Run 1, metal 1:
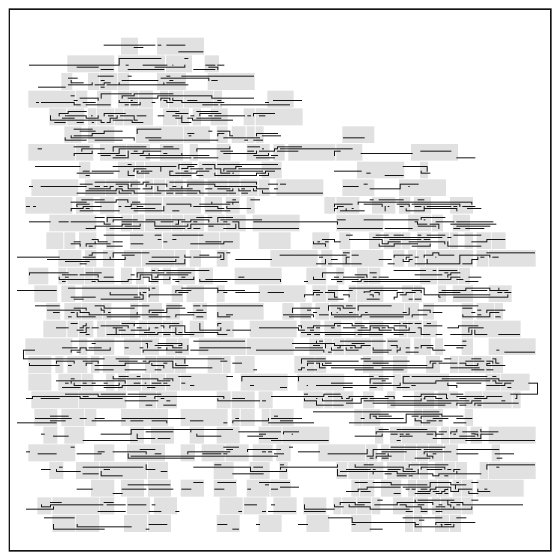
Run 1, M2 wires:
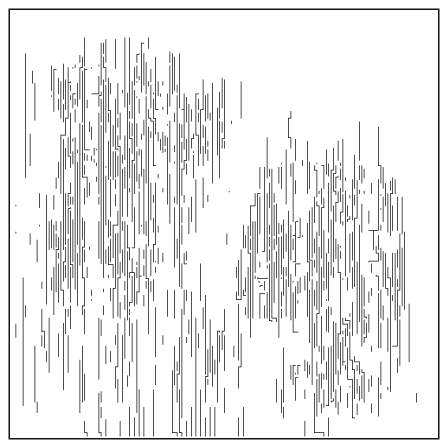
Run 1, M4 wires:
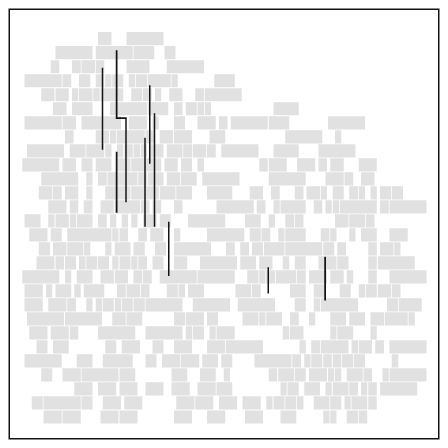
Run 1, cell area per tile:
Scale bar: 20 um. 8 x 8 tiles, from dark blue (low) to red (high), 0 to 100% covered.
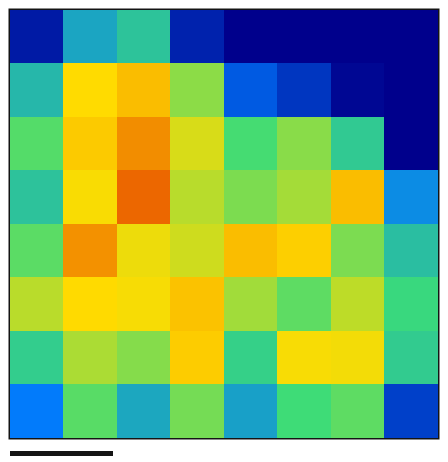
## config.mk

```make
export PLATFORM = sky130hd
export DESIGN_NAME = bert_lane_sequencer
export DESIGN_NICKNAME = d
export VERILOG_FILES = /design/src/rtl/bert_lane_sequencer_pkg.sv /design/src/rtl/bert_dir_sequencer.sv /design/src/rtl/bert_lane_sequencer.sv
export SDC_FILE = /design/constraint.sdc
export NUM_CORES = 1
export LEC_CHECK = 0
export CAP_MARGIN = 20
export CORE_MARGIN = 2
export CORE_UTILIZATION = 48
export DETAILED_ROUTE_END_ITERATION = 16
export GPL_TIMING_DRIVEN = 0
export PLACE_DENSITY = 0.74
export SLEW_MARGIN = 20
export SYNTH_ARGS = -nofsm -noshare
export SYNTH_HDL_FRONTEND = slang
export SYNTH_SLANG_ARGS = --single-unit
```

## constraint.sdc

```tcl
create_clock -name pclk -period 2.6 [get_ports pclk]
set_input_delay 0.65 -clock pclk [delete_from_list [all_inputs] [get_ports pclk]]
set_output_delay 0.65 -clock pclk [all_outputs]
set_load 0.03 [all_outputs]
```

## src/rtl/bert_lane_sequencer_pkg.sv

```systemverilog
// BERT configuration types shared by the config register block and the lane sequencer.
// Holds the TX/RX config structs, the sequencer state enum and a clock-field compare helper.
package BERTConfig;

    localparam int SEQ_COUNT_W = 16;

    typedef struct packed {
        logic       enable;
        logic       reset;
        logic       clk_from_qpll;
        logic [2:0] clkdiv;
        logic [2:0] prbsmode;
        logic       invert;
        logic [4:0] diffctrl;
        logic [4:0] precursor;
        logic [4:0] postcursor;
    } bert_txconfig_t;

    typedef struct packed {
        logic       enable;
        logic       reset;
        logic       pmareset;
        logic       clk_from_qpll;
        logic [2:0] clkdiv;
        logic [2:0] prbsmode;
        logic       invert;
    } bert_rxconfig_t;

    typedef enum logic [2:0] {
        SEQ_ASSERT,
        SEQ_HOLD,
        SEQ_WAIT_DONE,
        SEQ_READY,
        SEQ_FAULT
    } bert_seq_state_t;

    // Only the clock mux select and divider require the GT to be reset.
    function automatic logic clk_cfg_differs(input logic       qpll_a,
                                             input logic [2:0] div_a,
                                             input logic       qpll_b,
                                             input logic [2:0] div_b);
        return (qpll_a != qpll_b) || (div_a != div_b);
    endfunction

endpackage

```

## src/rtl/bert_dir_sequencer.sv

```systemverilog
// One direction (TX or RX) of the GT reset sequencer: applies clock settings under reset,
// holds the reset for a fixed count, then waits (bounded) for the GT to report reset done.
module bert_dir_sequencer
    import BERTConfig::*;
#(
    parameter int RESET_HOLD_CYCLES   = 32,
    parameter int DONE_TIMEOUT_CYCLES = 65535
) (
    input  logic       clk_i,
    input  logic       rst_n_i,
    input  logic       cfg_updated_i,
    input  logic       cfg_clk_from_qpll_i,
    input  logic [2:0] cfg_clkdiv_i,
    input  logic       sw_reset_i,
    input  logic       resetdone_i,
    output logic       gtreset_o,
    output logic       clk_from_qpll_app_o,
    output logic [2:0] clkdiv_app_o,
    output logic       ready_o,
    output logic       timeout_o
);

    localparam logic [SEQ_COUNT_W-1:0] HOLD_LOAD    = SEQ_COUNT_W'(RESET_HOLD_CYCLES - 1);
    localparam logic [SEQ_COUNT_W-1:0] TIMEOUT_LOAD = SEQ_COUNT_W'(DONE_TIMEOUT_CYCLES - 1);

    bert_seq_state_t        state_q, state_d;
    logic [SEQ_COUNT_W-1:0] count_q, count_d;
    logic                   qpll_app_q, qpll_app_d;
    logic [2:0]             clkdiv_app_q, clkdiv_app_d;
    logic                   trigger;

    assign trigger = cfg_updated_i &&
                     clk_cfg_differs(cfg_clk_from_qpll_i, cfg_clkdiv_i, qpll_app_q, clkdiv_app_q);

    always_ff @(posedge clk_i) begin
        if (!rst_n_i) begin
            state_q      <= SEQ_ASSERT;
            count_q      <= HOLD_LOAD;
            qpll_app_q   <= 1'b0;
            clkdiv_app_q <= 3'd0;
        end else begin
            state_q      <= state_d;
            count_q      <= count_d;
            qpll_app_q   <= qpll_app_d;
            clkdiv_app_q <= clkdiv_app_d;
        end
    end

    // The counter serves both as the hold count and as the resetdone timeout.
    always_comb begin
        state_d      = state_q;
        count_d      = count_q;
        qpll_app_d   = qpll_app_q;
        clkdiv_app_d = clkdiv_app_q;
        if (trigger) begin
            state_d      = SEQ_ASSERT;
            count_d      = HOLD_LOAD;
            qpll_app_d   = cfg_clk_from_qpll_i;
            clkdiv_app_d = cfg_clkdiv_i;
        end else begin
            case (state_q)
                SEQ_ASSERT: begin
                    state_d      = SEQ_HOLD;
                    count_d      = HOLD_LOAD;
                    qpll_app_d   = cfg_clk_from_qpll_i;
                    clkdiv_app_d = cfg_clkdiv_i;
                end
                SEQ_HOLD: begin
                    if (sw_reset_i) begin
                        count_d = HOLD_LOAD;
                    end else if (count_q == '0) begin
                        state_d = SEQ_WAIT_DONE;
                        count_d = TIMEOUT_LOAD;
                    end else begin
                        count_d = count_q - 1'b1;
                    end
                end
                SEQ_WAIT_DONE: begin
                    if (sw_reset_i) begin
                        state_d = SEQ_HOLD;
                        count_d = HOLD_LOAD;
                    end else if (resetdone_i) begin
                        state_d = SEQ_READY;
                    end else if (count_q == '0) begin
                        state_d = SEQ_FAULT;
                    end else begin
                        count_d = count_q - 1'b1;
                    end
                end
                SEQ_READY, SEQ_FAULT: begin
                    if (sw_reset_i) begin
                        state_d = SEQ_HOLD;
                        count_d = HOLD_LOAD;
                    end
                end
                default: begin
                    state_d = SEQ_ASSERT;
                    count_d = HOLD_LOAD;
                end
            endcase
        end
    end

    always_comb begin
        gtreset_o           = (state_q == SEQ_ASSERT) || (state_q == SEQ_HOLD);
        ready_o             = (state_q == SEQ_READY);
        timeout_o           = (state_q == SEQ_FAULT);
        clk_from_qpll_app_o = qpll_app_q;
        clkdiv_app_o        = clkdiv_app_q;
    end

endmodule

```

## src/rtl/bert_lane_sequencer.sv

```systemverilog
// BERT lane reset sequencer: independent TX and RX GT reset sequencing driven by
// clock-setting changes in the config registers, plus a registered RX PMA reset.
module bert_lane_sequencer
    import BERTConfig::*;
#(
    parameter int RESET_HOLD_CYCLES   = 32,
    parameter int DONE_TIMEOUT_CYCLES = 65535
) (
    input  logic           pclk,
    input  logic           preset_n,
    input  bert_txconfig_t tx_config,
    input  bert_rxconfig_t rx_config,
    input  logic           config_updated,
    input  logic           tx_resetdone,
    input  logic           rx_resetdone,
    output logic           tx_gtreset,
    output logic           rx_gtreset,
    output logic           rx_pmareset,
    output logic           tx_clk_from_qpll_app,
    output logic           rx_clk_from_qpll_app,
    output logic [2:0]     tx_clkdiv_app,
    output logic [2:0]     rx_clkdiv_app,
    output logic           tx_ready,
    output logic           rx_ready,
    output logic           tx_timeout,
    output logic           rx_timeout
);

    logic rx_pmareset_q;
    logic unused_cfg;

    // Pattern, polarity and driver fields belong to other blocks and never reset the GT.
    assign unused_cfg = ^{tx_config.enable, tx_config.prbsmode, tx_config.invert,
                          tx_config.diffctrl, tx_config.precursor, tx_config.postcursor,
                          rx_config.enable, rx_config.prbsmode, rx_config.invert};

    bert_dir_sequencer #(
        .RESET_HOLD_CYCLES  (RESET_HOLD_CYCLES),
        .DONE_TIMEOUT_CYCLES(DONE_TIMEOUT_CYCLES)
    ) u_tx_seq (
        .clk_i              (pclk),
        .rst_n_i            (preset_n),
        .cfg_updated_i      (config_updated),
        .cfg_clk_from_qpll_i(tx_config.clk_from_qpll),
        .cfg_clkdiv_i       (tx_config.clkdiv),
        .sw_reset_i         (tx_config.reset),
        .resetdone_i        (tx_resetdone),
        .gtreset_o          (tx_gtreset),
        .clk_from_qpll_app_o(tx_clk_from_qpll_app),
        .clkdiv_app_o       (tx_clkdiv_app),
        .ready_o            (tx_ready),
        .timeout_o          (tx_timeout)
    );

    bert_dir_sequencer #(
        .RESET_HOLD_CYCLES  (RESET_HOLD_CYCLES),
        .DONE_TIMEOUT_CYCLES(DONE_TIMEOUT_CYCLES)
    ) u_rx_seq (
        .clk_i              (pclk),
        .rst_n_i            (preset_n),
        .cfg_updated_i      (config_updated),
        .cfg_clk_from_qpll_i(rx_config.clk_from_qpll),
        .cfg_clkdiv_i       (rx_config.clkdiv),
        .sw_reset_i         (rx_config.reset),
        .resetdone_i        (rx_resetdone),
        .gtreset_o          (rx_gtreset),
        .clk_from_qpll_app_o(rx_clk_from_qpll_app),
        .clkdiv_app_o       (rx_clkdiv_app),
        .ready_o            (rx_ready),
        .timeout_o          (rx_timeout)
    );

    always_ff @(posedge pclk) begin
        if (!preset_n) begin
            rx_pmareset_q <= 1'b0;
        end else begin
            rx_pmareset_q <= rx_config.pmareset;
        end
    end

    assign rx_pmareset = rx_pmareset_q;

endmodule

```

==> impl_metrics.yaml, run 1 <==
# physical design summary
run_status:
  status: "finished, final reports clean"
power:
  p_comb_w: 0.000220
  p_leak_nw: 1.40
  p_clk_frac: 0.328
  clock_power_w: 0.000472
  p_comb_frac: 0.153
  p_int_w: 0.00104
  seqPwrFrac: 0.518
setup_path:
  crit_path_start: "rx_config[9]"
  regToRegEndpoint: "u_rx_seq.count_q[13]"
  worstPathMaxFanout: 10
  r2r_start: "u_rx_seq.count_q[7]"
  crit_type: "input pin to register"
  worstPathArrival_ns: 2.75
  required_ns: 2.79
  worstSetupEndpointType: "register"
  cp-endpoint: "u_rx_seq.count_q[15]"
  cp_num_buf_inv: 2
  rr_worst_depth: 7
final_timing:
  worst_slack_ns: 0.0372
  setup_violations: 0
  slew_viol_final: 0
  max_slew_margin: 0.429
  post-route-min-period_ns: 2.56
clocking:
  cts_buffers: 5
  ctsHtreeMaxLevel: 2
  cts_sinks: 47
  clk_latency_ns: 0.30
  cts-root-buf: "clkbuf_8"
  clkTransAtPathRegs_ns: 0.09
detailed_routing:
  ant_nets: 0
  route.detailed.drc: 0
  wl_um: 7820
  wl_met1_um: 3340
  top_layer: "met4"
  wl_met3_um: 563
floorplanning:
  design.core.area_mm2: 0.00599
  io_pins: 56
  rows: 28
  die_x_um: 83.1
  chipArea_mm2: 0.00690
cells_and_area:
  final-nonclk-buf-share: 0.118
  comb_area_mm2: 0.00194
  drive_gt1_frac: 0.120
  seq_area_um2: 941
  most-common-layout-cells: "dfxtp_1, nor2_1, clkdlybuf4s50_1"
  largestRegisters: "u_rx_seq.count_q (16), u_tx_seq.count_q (16)"
  area.growth.synth_to_final_pct: 17.9
yosys:
  ys_types: 64
  yosysTopAreaCell: "dfxtp_1"
  ys.flop_type: "dfxtp_1"
  ys_sh_adder: 0.00833
  ys_seq_frac: 0.313
  ys_sh_mux: 0.0300
  yosys_area_mm2: 0.00300
  synthXorXnorAreaFrac: 0.0379
  ys_top_cells_by_count: "dfxtp_1, nor2_1, nand2_1, o21ai_0, nor3_1"
  aoi_share: 0.281
  most_common_cell: "dfxtp_1"
grt:
  grtUsageTotal: 0.221
  grt_pass1_wl_um: 13200
  grtUsageMet1: 0.283
place:
  dp_hpwl_um: 5600
  pre_cts_ws_ns: -0.472
worst_hold_path:
  worstHoldEndpoint: "u_rx_seq.count_q[6]"
Notes on 'metal 1' above:
The layer holds 43% of the routed length. The wires run mostly horizontal. The layer carries 3,340 um of wire. The longest straight run is 22.5 um.

Notes on 'M2 wires' above:
The layer carries 3,780 um of wire. 365 nets have wire on it. The wires run mostly vertical. The longest straight run is 38.4 um. The layer holds 48% of the routed length.

Notes on 'M4 wires' above:
9 nets have wire on it. The layer holds 1.7% of the routed length.

Notes on 'cell area per tile' above:
The mean over all tiles is 50%. 19% of the tiles are over 75% full. The emptiest ninth of the die: upper right.

## Run 2: what changed since run 1
--- a/config.mk
+++ b/config.mk
@@ -5,7 +5,6 @@
 export SDC_FILE = /design/constraint.sdc
 export NUM_CORES = 1
 export LEC_CHECK = 0
-export CAP_MARGIN = 20
 export CORE_MARGIN = 2
 export CORE_UTILIZATION = 48
 export DETAILED_ROUTE_END_ITERATION = 16
==> impl_metrics.yaml, run 2 <==
# physical design summary
cells_and_area:
  comb_area_mm2: 0.00194
  final-nonclk-buf-share: 0.118
grt:
  grtUsageTotal: 0.221
  grtUsageMet1: 0.283
  grt_pass1_wl_um: 13200
detailed_routing:
  top_layer: "met4"
  wl_um: 7820
  wl_met3_um: 563
setup_path:
  r2r_start: "u_rx_seq.count_q[7]"
  worstPathArrival_ns: 2.75
  rr_worst_depth: 7
  worstPathMaxFanout: 10
  crit_path_start: "rx_config[9]"
  worstSetupEndpointType: "register"
yosys:
  yosysTopAreaCell: "dfxtp_1"
  ys_seq_frac: 0.313
  synthXorXnorAreaFrac: 0.0379
  most_common_cell: "dfxtp_1"
clocking:
  ctsHtreeMaxLevel: 2
  cts-root-buf: "clkbuf_8"
  cts_sinks: 47
  cts_buffers: 5
  clk_latency_ns: 0.30
floorplanning:
  die_x_um: 83.1
  design.core.area_mm2: 0.00599
final_timing:
  slew_viol_final: 0
  setup_violations: 0
  worst_slack_ns: 0.0372
power:
  p_comb_w: 0.000220
  seqPwrFrac: 0.518
  p_int_w: 0.00104
  p_comb_frac: 0.153
  p_leak_nw: 1.40
  clock_power_w: 0.000472
place:
  pre_cts_ws_ns: -0.472
  dp_hpwl_um: 5600
run_status:
  status: "finished, final reports clean"
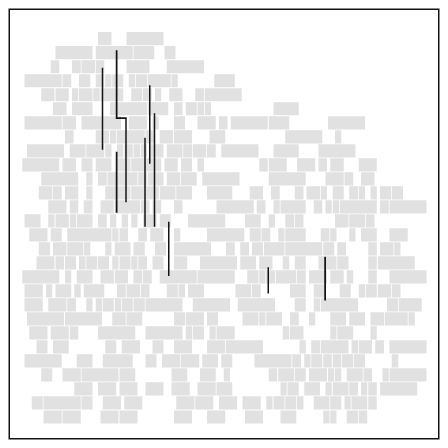
Run 2: M4 wires
The layer holds 1.7% of the routed length. The wires run mostly vertical. 9 nets have wire on it. The layer carries 135 um of wire.

## Run 3: what changed since run 2
--- a/config.mk
+++ b/config.mk
@@ -5,7 +5,6 @@
 export SDC_FILE = /design/constraint.sdc
 export NUM_CORES = 1
 export LEC_CHECK = 0
-export CORE_MARGIN = 2
 export CORE_UTILIZATION = 48
 export DETAILED_ROUTE_END_ITERATION = 16
 export GPL_TIMING_DRIVEN = 0
==> impl_metrics.yaml, run 3 <==
# physical design summary
clocking:
  cts-root-buf: "clkbuf_8"
  ctsHtreeMaxLevel: 2
  cts_buffers: 5
  cts_sinks: 47
  cts_resized: 8
  clk_latency_ns: 0.30
  clkTransAtPathRegs_ns: 0.09
final_timing:
  rsz0062_at_grt: "no"
  slew_viol_final: 0
  worst_slack_ns: 0.0529
  clock.fmax_mhz: 393
  setup_violations: 0
  post-route-min-period_ns: 2.55
  hold_viol_final: 0
setup_path:
  cp_num_buf_inv: 2
  required_ns: 2.83
  startpoint_type: "input pin"
  cp-endpoint: "u_rx_seq.count_q[7]"
  crit_path_start: "rx_config[6]"
  slowest_delay_ns: 0.52
  rrSetupSlack_ns: 0.08
  rr_worst_depth: 7
  worstSetupEndpointType: "register"
  worstPathMaxFanout: 10
  r2r_start: "u_rx_seq.count_q[7]"
  worstPathArrival_ns: 2.78
yosys:
  most_common_cell: "dfxtp_1"
  synth_area_mm2: 0.00300
  topCombFamilyByArea: "AND-OR/OR-AND gates"
  synthXorXnorAreaFrac: 0.0379
  ys_sh_mux: 0.0300
  synth.top_cell.area_share: 0.313
  ys_seq_frac: 0.313
  yosysTopAreaCell: "dfxtp_1"
  synth-seq-cells: 47
  ys_sh_adder: 0.00833
  ys_sh_simple: 0.275
detailed_routing:
  firstDrtPassIters: 4
  wl_met3_um: 466
  wl_um: 7930
  route.detailed.drc: 0
  top_layer: "met4"
job:
  warning_count: 51
place:
  pre_cts_ws_ns: -0.562
  placedCellCount: 474
  dp_hpwl_um: 5590
  place_area_mm2: 0.00339
  numPortBuffers: 29
grt:
  grt_remaining_overflow: 0
  grt_pass1_wl_um: 13000
  grtUsageTotal: 0.252
  grt_pass1_vias: 2773
  grt_use_met3: 0.0449
  grtUsageMet1: 0.330
cells_and_area:
  most-common-layout-cells: "dfxtp_1, nor2_1, clkdlybuf4s50_1"
  comb_area_mm2: 0.00194
  final_area_mm2: 0.00358
  fill_cells: 567
  flops: 47
  final-nonclk-buf-share: 0.125
  drive_gt1_frac: 0.132
floorplanning:
  design.core.area_mm2: 0.00599
  rows: 28
  die_x_um: 81.1
  io_pins: 56
  die_h_um: 81.1
worst_hold_path:
  holdCritPathClass: "register to register"
  worstHoldEndpoint: "u_rx_seq.count_q[6]"
  hold_path_depth: 2
power:
  finalPower_w: 0.00145
  peakVddDrop_v: 0.000280
  p_seq_w: 0.000748
  p_leak_nw: 1.43
  p_comb_w: 0.000219
  p_int_w: 0.00107
  p_comb_frac: 0.151
  seqPwrFrac: 0.514
  clock_power_w: 0.000487
run_status:
  status: "finished, final reports clean"
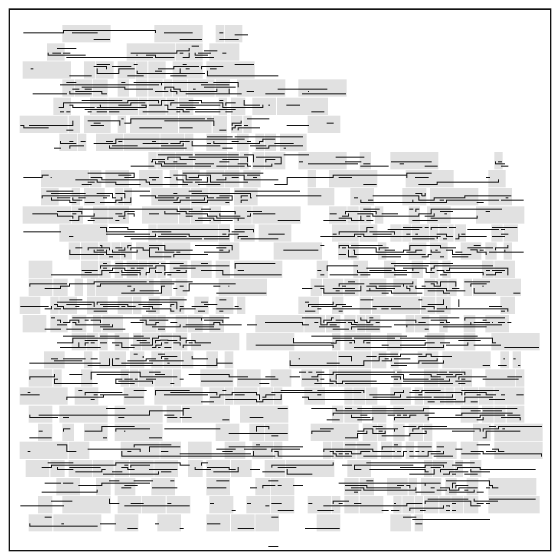
Run 3: metal 1
403 nets have wire on it. The layer carries 3,530 um of wire. The layer holds 45% of the routed length. The wires run mostly horizontal.

Power and IR drop assume default switching activity.
